## config.mk

```make
export PLATFORM = sky130hd
export DESIGN_NAME = ppu_pixel_mixer
export DESIGN_NICKNAME = d
export VERILOG_FILES = /design/src/rtl/ppu_pixel_mixer.sv
export SDC_FILE = /design/constraint.sdc
export NUM_CORES = 1
export LEC_CHECK = 0
export ABC_AREA = 1
export CORE_MARGIN = 8
export CORE_UTILIZATION = 35
export CTS_CLUSTER_DIAMETER = 80
export DETAILED_ROUTE_END_ITERATION = 12
export PLACE_DENSITY = 0.82
export SYNTH_ARGS = -nofsm -noshare
export SYNTH_HDL_FRONTEND = slang
export SYNTH_SLANG_ARGS = --single-unit
```

## constraint.sdc

```tcl
create_clock -name clk -period 1.3 [get_ports clk]
set_input_delay 0.26 -clock clk [delete_from_list [all_inputs] [get_ports clk]]
set_output_delay 0.26 -clock clk [all_outputs]
set_load 0.01 [all_outputs]
```

## src/rtl/ppu_pixel_mixer.sv

```systemverilog
// DMG pixel mixer: pops BG/OBJ FIFO heads, drops the SCX fine-scroll pixels at line start,
// resolves BG/OBJ priority and palettes, and emits one registered shade per screen column.
module ppu_pixel_mixer (
  input  logic        clk,
  input  logic        reset_n,
  input  logic        line_start,
  input  logic [2:0]  scx_fine,
  input  logic [7:0]  lcdc,
  input  logic [7:0]  bgp,
  input  logic [7:0]  obp0,
  input  logic [7:0]  obp1,
  input  logic [12:0] bg_px,
  input  logic        bg_empty,
  input  logic [12:0] obj_px,
  input  logic        stall,
  output logic        bg_pop,
  output logic        obj_pop,
  output logic        lcd_valid,
  output logic [7:0]  lcd_x,
  output logic [1:0]  lcd_shade,
  output logic        line_done
);

  localparam logic [7:0] LastX = 8'd159;

  typedef enum logic [1:0] {StIdle, StDiscard, StPush} state_e;

  state_e      state_q, state_d;
  logic [7:0]  x_q, x_d;
  logic [2:0]  disc_q, disc_d;
  logic        pop_ok;
  logic        push_pop;

  logic [1:0]  bg_idx;
  logic [1:0]  obj_color;
  logic        obj_vis;
  logic [7:0]  pal;
  logic [1:0]  pal_sel;
  logic [1:0]  mix_shade;

  // BG palette/attribute fields and the upper LCDC bits play no part in DMG mixing.
  logic unused_bits;
  assign unused_bits = ^{lcdc[7:2], bg_px[10:0], obj_px[10:9], obj_px[7:2]};

  // Pop qualification shared by the FSM, the counters and the output register.
  always_comb begin
    pop_ok   = (state_q != StIdle) && !bg_empty && !stall;
    push_pop = pop_ok && (state_q == StPush);
  end

  // State and counter register.
  always_ff @(posedge clk or negedge reset_n) begin
    if (!reset_n) begin
      state_q <= StIdle;
      x_q     <= 8'd0;
      disc_q  <= 3'd0;
    end else begin
      state_q <= state_d;
      x_q     <= x_d;
      disc_q  <= disc_d;
    end
  end

  // Next-state and counter logic; line_start restarts the line from any state.
  always_comb begin
    state_d = state_q;
    x_d     = x_q;
    disc_d  = disc_q;
    if (line_start) begin
      state_d = (scx_fine == 3'd0) ? StPush : StDiscard;
      disc_d  = scx_fine;
      x_d     = 8'd0;
    end else begin
      unique case (state_q)
        StIdle: ;
        StDiscard: begin
          if (pop_ok) begin
            disc_d = disc_q - 3'd1;
            if (disc_q == 3'd1) state_d = StPush;
          end
        end
        StPush: begin
          if (pop_ok) begin
            if (x_q == LastX) begin
              state_d = StIdle;
              x_d     = 8'd0;
            end else begin
              x_d = x_q + 8'd1;
            end
          end
        end
        default: state_d = StIdle;
      endcase
    end
  end

  // FIFO pop strobes; OBJ is only consumed once the scroll pixels are gone.
  always_comb begin
    bg_pop  = pop_ok;
    obj_pop = push_pop;
  end

  // BG/OBJ priority resolution and palette lookup for the current FIFO heads.
  always_comb begin
    bg_idx    = lcdc[0] ? bg_px[12:11] : 2'd0;
    obj_color = obj_px[12:11];
    obj_vis   = lcdc[1] && obj_px[0] && (obj_color != 2'd0) && !(obj_px[1] && (bg_idx != 2'd0));
    pal       = obj_vis ? (obj_px[8] ? obp1 : obp0) : bgp;
    pal_sel   = obj_vis ? obj_color : bg_idx;
    unique case (pal_sel)
      2'd0:    mix_shade = pal[1:0];
      2'd1:    mix_shade = pal[3:2];
      2'd2:    mix_shade = pal[5:4];
      default: mix_shade = pal[7:6];
    endcase
  end

  // Output register: one-cycle latency, column/shade hold between pixels.
  always_ff @(posedge clk or negedge reset_n) begin
    if (!reset_n) begin
      lcd_valid <= 1'b0;
      lcd_x     <= 8'd0;
      lcd_shade <= 2'd0;
      line_done <= 1'b0;
    end else begin
      lcd_valid <= push_pop;
      line_done <= push_pop && (x_q == LastX) && !line_start;
      if (push_pop) begin
        lcd_x     <= x_q;
        lcd_shade <= mix_shade;
      end
    end
  end

endmodule
```

==> run_1/met3.png <==
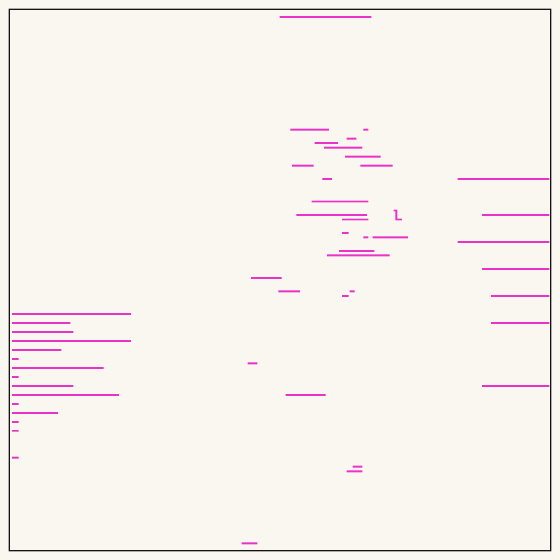
main direction: horizontal
nets with wire on the layer: 39
met3 Use GR: 3.39%
DRT Wirelength: 5140 µm
via count: 1773

==> run_1/met2.png <==
The bar under the picture is 20 µm long.
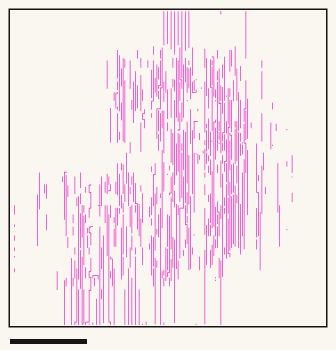
wire length on this layer: 2750 µm
share of all routed wire: 53%
met2 Track Usage GR: 27.0%

==> metrics.yaml, run 1 <==
floorplanning:
  core_um2: 4260
  die_h_um: 81.7
  die_area_um2: 6670
  std_cell_rows: 24
  io-pin-count: 80
placed_design:
  dp_hpwl_um: 3440
  postPlaceCellArea_um2: 2280
  port_buffers: 54
  globalplace.congestion: 0.834
  place_ws_ns: -0.505
critical_path:
  cpMaxStageDelayCell: "dfrtp_1"
  max_stage_delay_ns: 0.42
  critPathBufInv: 1
  worstPathArrival_ns: 1.66
  critical_path_peak_fanout: 4
  crit_cells: 6
  endpoint_kind: "register"
  r2r_cells: 6
synthesis:
  synth.yosys.warnings: 0
  synth_nets: 280
  async_flop_share_pct: 100
  ff_type: "dfrtp_1"
  ys_seq_share_pct: 41.5
  ys_cells: 211
  synth_area_per_cell_um2: 7.15
  edf_count: 0
  synth_flop_count: 25
  synthCells: 211
  yosysUniqueCellTypes: 30
hold_path:
  min_path_type: "input pin to asynchronous set/reset pin"
timing:
  setup_tns_ns: -1.15
  rsz0062_at_grt: "yes"
  fmax_mhz: 671
  fin_ws_ns: -0.191
  final-setup-viol-count: 12
  finalHoldViolCount: 0
  finalClockPeriodUsage_pct: 115
  hold_ws_ns: 0.330
layout:
  finalNonFillerCells: 359
  final_layout_size_suffix_gt1_share_pct: 32.2
  regArea_um2: 627
outcome:
  status: "complete, but fails checks"
  failed_checks: "setup timing"
drt:
  drc: 0
  ant_nets: 0
clocking:
  clk_path_buf_depth: 2
power:
  pwr_density_cell_nw_per_um2: 894
  peakVddDrop_uv: 440
  total_power_mw: 2.39
global_route:
  antenna_found_initial: 0
  grt_max_degree: 26
run:
  maxCapViolations: 0
==> run_1/metal_stack.png <==
The bar under the picture is 20 µm long. Only two layers are drawn.
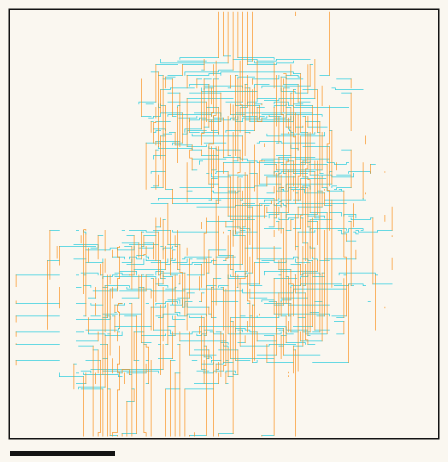
| colour | layer | wire length |
|---|---|---|
| orange | met2 | 2750 µm |
| cyan | met1 | 1910 µm |
gr usage total: 14.6%
DR WL/cell: 14.3 µm

==> run_1/final_clocks.png <==
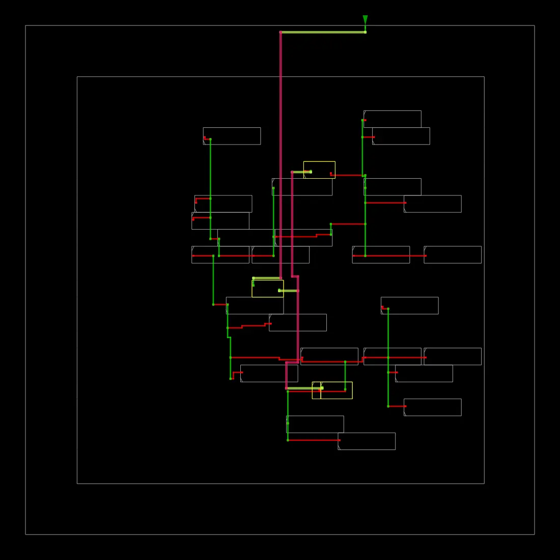
CTS sink cnt: 25
P_clk: 0.473 mW
CTS Buf Count: 3

run 1: routing by layer:
| metal | wire, µm | share of wire, % | track usage [%] | vias to the layer above |
|---|---|---|---|---|
| met3 | 291 | 5.7 | 3.39 | 18 |
| met2 | 2750 | 53 | 27.0 | 63 |
| met1 | 1910 | 37 | 15.2 | 816 |
| li1 | - | - | - | 876 |
| met5 | 0 | 0 | 0 | - |
| met4 | 195 | 3.8 | 7.19 | 0 |
run 1: flip-flops by register name (all words and copies together), names as in the netlist:
| register | flops |
|---|---|
| x_q | 8 |
| disc_q | 3 |
| lcd_valid | 1 |
| line_done | 1 |
| state_q | 2 |
| lcd_shade | 2 |
| lcd_x | 8 |
run 1: power breakdown:
group / internal, mW / total [mW] / switching (mW)
sequential: 0.875 / 0.935 / 0.0596
combinational: 0.485 / 0.984 / 0.499
clock: 0.220 / 0.473 / 0.253
run 1: logic make-up after synthesis:
group	share of synthesized area [%]
flops	41.5
buf+inv	8.29
fa+ha+maj	2.49
simple gates	32.2
compound gates	15.6
run 1: repair_timing:
item	CTS	global route
setup endpoints to repair	23	17
gates cloned	0	1
resized	48	50
pin swaps	15	20
buffers inserted	5	14
run 1: layout by cell type, fill, tap and decap left out, drive strengths merged, types with 2 or more instances in the layout:
master and instances:
dlymetal6s2s 2, inv 26, clkbuf 5, nor2 15, nand2 71, a211oi 2, buf 43, o21ai 25
clkdlybuf4s50 29, o21a 3, nand4 2, dlygate4sd2 21, nor3 3, ha 3, dfrtp 25, a21oi 8
nand3 17
run 1: final timing paths:
kind,to,start,slack (ns)
hold / removal,line_done,reset_n,0.33
hold reg to reg,lcd_shade[1],lcd_shade[1],0.48
setup / recovery,x_q[3],x_q[3],-0.19
min in group clk,lcd_shade[1],lcd_shade[1],0.48
setup reg to reg,x_q[3],x_q[3],-0.19
max in group asynchronous,state_q[0],reset_n,0.81
run 1: area by class of cell:
class / instances / share of cell area [%]
inverters: 27 / 4.21
well taps: 52 / 2.43
flip-flops and latches: 25 / 23.4
multi-input cells: 155 / 34.5
repair buffers: 96 / 33.7
clock buffers: 4 / 1.68
==> inputs of run 2 (changes only) <==
--- a/config.mk
+++ b/config.mk
@@ -6,11 +6,13 @@
 export NUM_CORES = 1
 export LEC_CHECK = 0
 export ABC_AREA = 1
+export CAP_MARGIN = 20
 export CORE_MARGIN = 8
 export CORE_UTILIZATION = 35
 export CTS_CLUSTER_DIAMETER = 80
 export DETAILED_ROUTE_END_ITERATION = 12
 export PLACE_DENSITY = 0.82
+export SLEW_MARGIN = 25
 export SYNTH_ARGS = -nofsm -noshare
 export SYNTH_HDL_FRONTEND = slang
 export SYNTH_SLANG_ARGS = --single-unit
==> run_2/met3.png <==
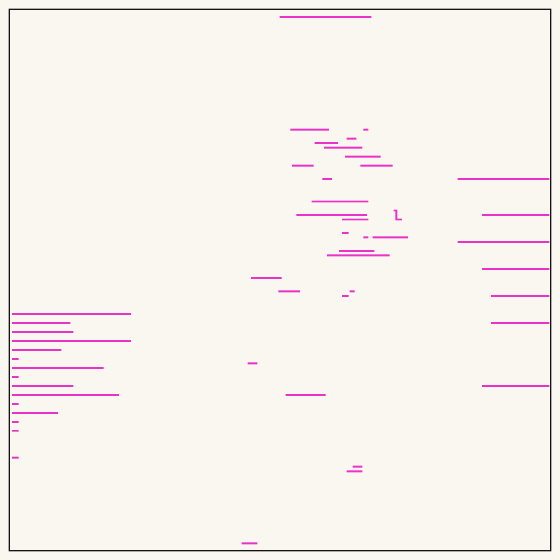
share of all routed wire: 5.7%
nets with wire on the layer: 39
wire length on this layer: 291 µm
main direction: horizontal
longest straight run: 17.7 µm

==> run 2 against run 1 <==
Effect of this change: the flow still finishes with violations (setup timing); sequential power is essentially flat; clock power is essentially flat; worst setup slack is the same; first-iteration DRC count is the same; critical endpoint unchanged; sequential share of layout area is the same; count of clock-buffer cells in the layout is the same; critical path type unchanged; combinational power is essentially flat; critical path depth is the same.
==> metrics.yaml, run 2 <==
outcome:
  status: "complete, but fails checks"
  failed_checks: "setup timing"
synthesis:
  synth_area_per_cell_um2: 7.15  # unchanged
  synthCells: 211  # unchanged
  async_flop_share_pct: 100  # unchanged
  ys_seq_share_pct: 41.5  # unchanged
  synth_flop_count: 25  # unchanged
  ys_cells: 211  # unchanged
  synth.yosys.warnings: 0  # unchanged
  ff_type: "dfrtp_1"
layout:
  final_cell_mix: "54 x nand2_1, 34 x buf_4, 29 x clkdlybuf4s50_1, 24 x dfrtp_1, 21 x dlygate4sd2_1"
  regArea_um2: 627  # unchanged
  top_regs: "lcd_x (8), x_q (8), disc_q (3)"
run:
  maxCapViolations: 0  # unchanged
placed_design:
  globalplace.congestion: 0.834  # unchanged
  place_ws_ns: -0.505  # unchanged
  dp_hpwl_um: 3440  # unchanged
  dp_cells: 335
global_route:
  met3_usage_pct: 3.39  # unchanged
  grt_max_degree: 26  # unchanged
  grt_use_met2_pct: 27.0  # unchanged
  busiest_layer: "met2"
  gr-usage-met1_pct: 15.2  # unchanged
  grt_usage_pct: 14.6  # unchanged
power:
  p_sw_mw: 0.812  # unchanged
  switching_share_pct: 33.9  # unchanged
  clockPowerShare_pct: 19.8  # about the same
  p_comb_share_pct: 41.1  # about the same
  p_seq_share_pct: 39.1  # about the same
  pwr_density_cell_nw_per_um2: 894  # unchanged
  peakVddDrop_uv: 440  # unchanged
drt:
  drc: 0  # unchanged
  drt_first_pass_iters: 4
  routedWlPerCell_um: 14.3  # unchanged
  vias: 1773  # unchanged
timing:
  fin_ws_ns: -0.191  # unchanged
  rsz0062_at_grt: "yes"
  finalHoldViolCount: 0  # unchanged
  hold_ws_ns: 0.330  # unchanged
  fmax_mhz: 671  # unchanged
  final-setup-viol-count: 12  # unchanged
hold_path:
  min_path_type: "input pin to asynchronous set/reset pin"
floorplanning:
  std_cell_rows: 24  # unchanged
  die_area_um2: 6670  # unchanged
  io-pin-count: 80  # unchanged
clocking:
  cts_buffers: 3  # unchanged
  clock_sinks: 25  # unchanged
critical_path:
  max_stage_delay_ns: 0.42  # about the same
  critPathBufInv: 1  # unchanged
  cpMaxStageDelayCell: "dfrtp_1"
==> run_2/pdn.png <==
The bar under the picture is 20 µm long. Pins as bars on the die edge.
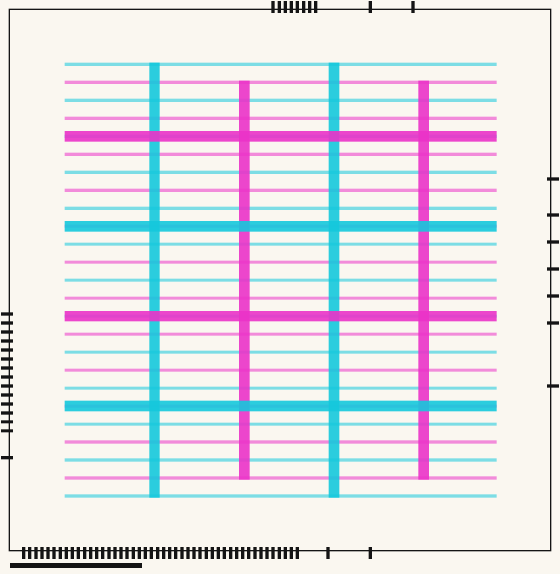
| colour | net |
|---|---|
| cyan | VSS |
| magenta | VDD |
signal pins: 80
met5 straps: 4
met4 straps: 4
Die Height: 81.7 µm
Die Width: 81.7 µm

[run 2: cell type report]
| class | instances | area share, % |
|---|---|---|
| inverter | 27 | 4.21 |
| tap | 52 | 2.43 |
| clock buffer | 4 | 1.68 |
| multi-input combinational | 155 | 34.5 |
| timing repair buffer | 96 | 33.7 |
| sequential | 25 | 23.4 |
[run 2: metal layers]
| layer | routed length (µm) | part of all wire, % |
|---|---|---|
| met1 | 1910 | 37 |
| met3 | 291 | 5.7 |
| met5 | 0 | 0 |
| met4 | 195 | 3.8 |
| met2 | 2750 | 53 |
[run 2: timing repair]
| action | CTS | global route |
|---|---|---|
| gates resized | 48 | 50 |
| endpoints found under the setup margin | 23 | 17 |
| buffers inserted | 5 | 14 |
| cloned | 0 | 1 |
| pin swaps | 15 | 20 |
[run 2: worst reg2reg max path, delay by kind of cell, from the launching register on]
family                 cells  cell delay, ns
AND/OR/NAND/NOR            4            0.61
buffers and inverters      1            0.17
AND-OR/OR-AND              1            0.18
flip-flops                 1            0.42
[run 2: worst paths after layout]
| check | startpoint | end | slack, ns | depth (start not counted) |
|---|---|---|---|---|
| max in group asynchronous | reset_n | state_q[0] | 0.81 | 2 |
| hold reg to reg | lcd_shade[1] | lcd_shade[1] | 0.48 | 2 |
| hold / removal | reset_n | line_done | 0.33 | 2 |
| setup / recovery | x_q[3] | x_q[3] | -0.19 | 6 |
| min in group clk | lcd_shade[1] | lcd_shade[1] | 0.48 | 2 |
| setup reg to reg | x_q[3] | x_q[3] | -0.19 | 6 |
[run 2: per-stage QoR]
stage	area [µm²]	utilization, %	TNS [ns]	power, mW
6_report	2680	62.7	-1.15	2.39
3_3_place_gp	2280	53.5	-5.41	1.72
3_5_place_dp	2280	53.5	-6.04	1.76
2_1_floorplan	1520	-	-0.102	1.30
4_1_cts	2390	56.1	-0.520	2.22
5_1_grt	2680	62.7	-2.01	2.54
[run 2: kinds of logic (layout without fill, tap and decap cells)]
group / count (synthesis) / after routing / synth area share, %
adders and majority gates: 3 / 3 / 2.49
and+or+nand+nor: 110 / 110 / 32.2
AOI/OAI and AO/OA: 42 / 42 / 15.6
buffers and inverters: 31 / 127 / 8.29
DFF: 25 / 25 / 41.5
[run 2: power by group through the flow]
stage / Sequential, mW / Combinational [mW] / Clock, mW
after detailed placement: 0.943 / 0.813 / 0
after floorplan: 0.966 / 0.337 / 0
after CTS: 0.931 / 0.817 / 0.468
after global routing: 0.946 / 1.08 / 0.511
final: 0.935 / 0.984 / 0.473
after global placement: 0.941 / 0.776 / 0
Power is estimated from default activity; no workload was simulated.
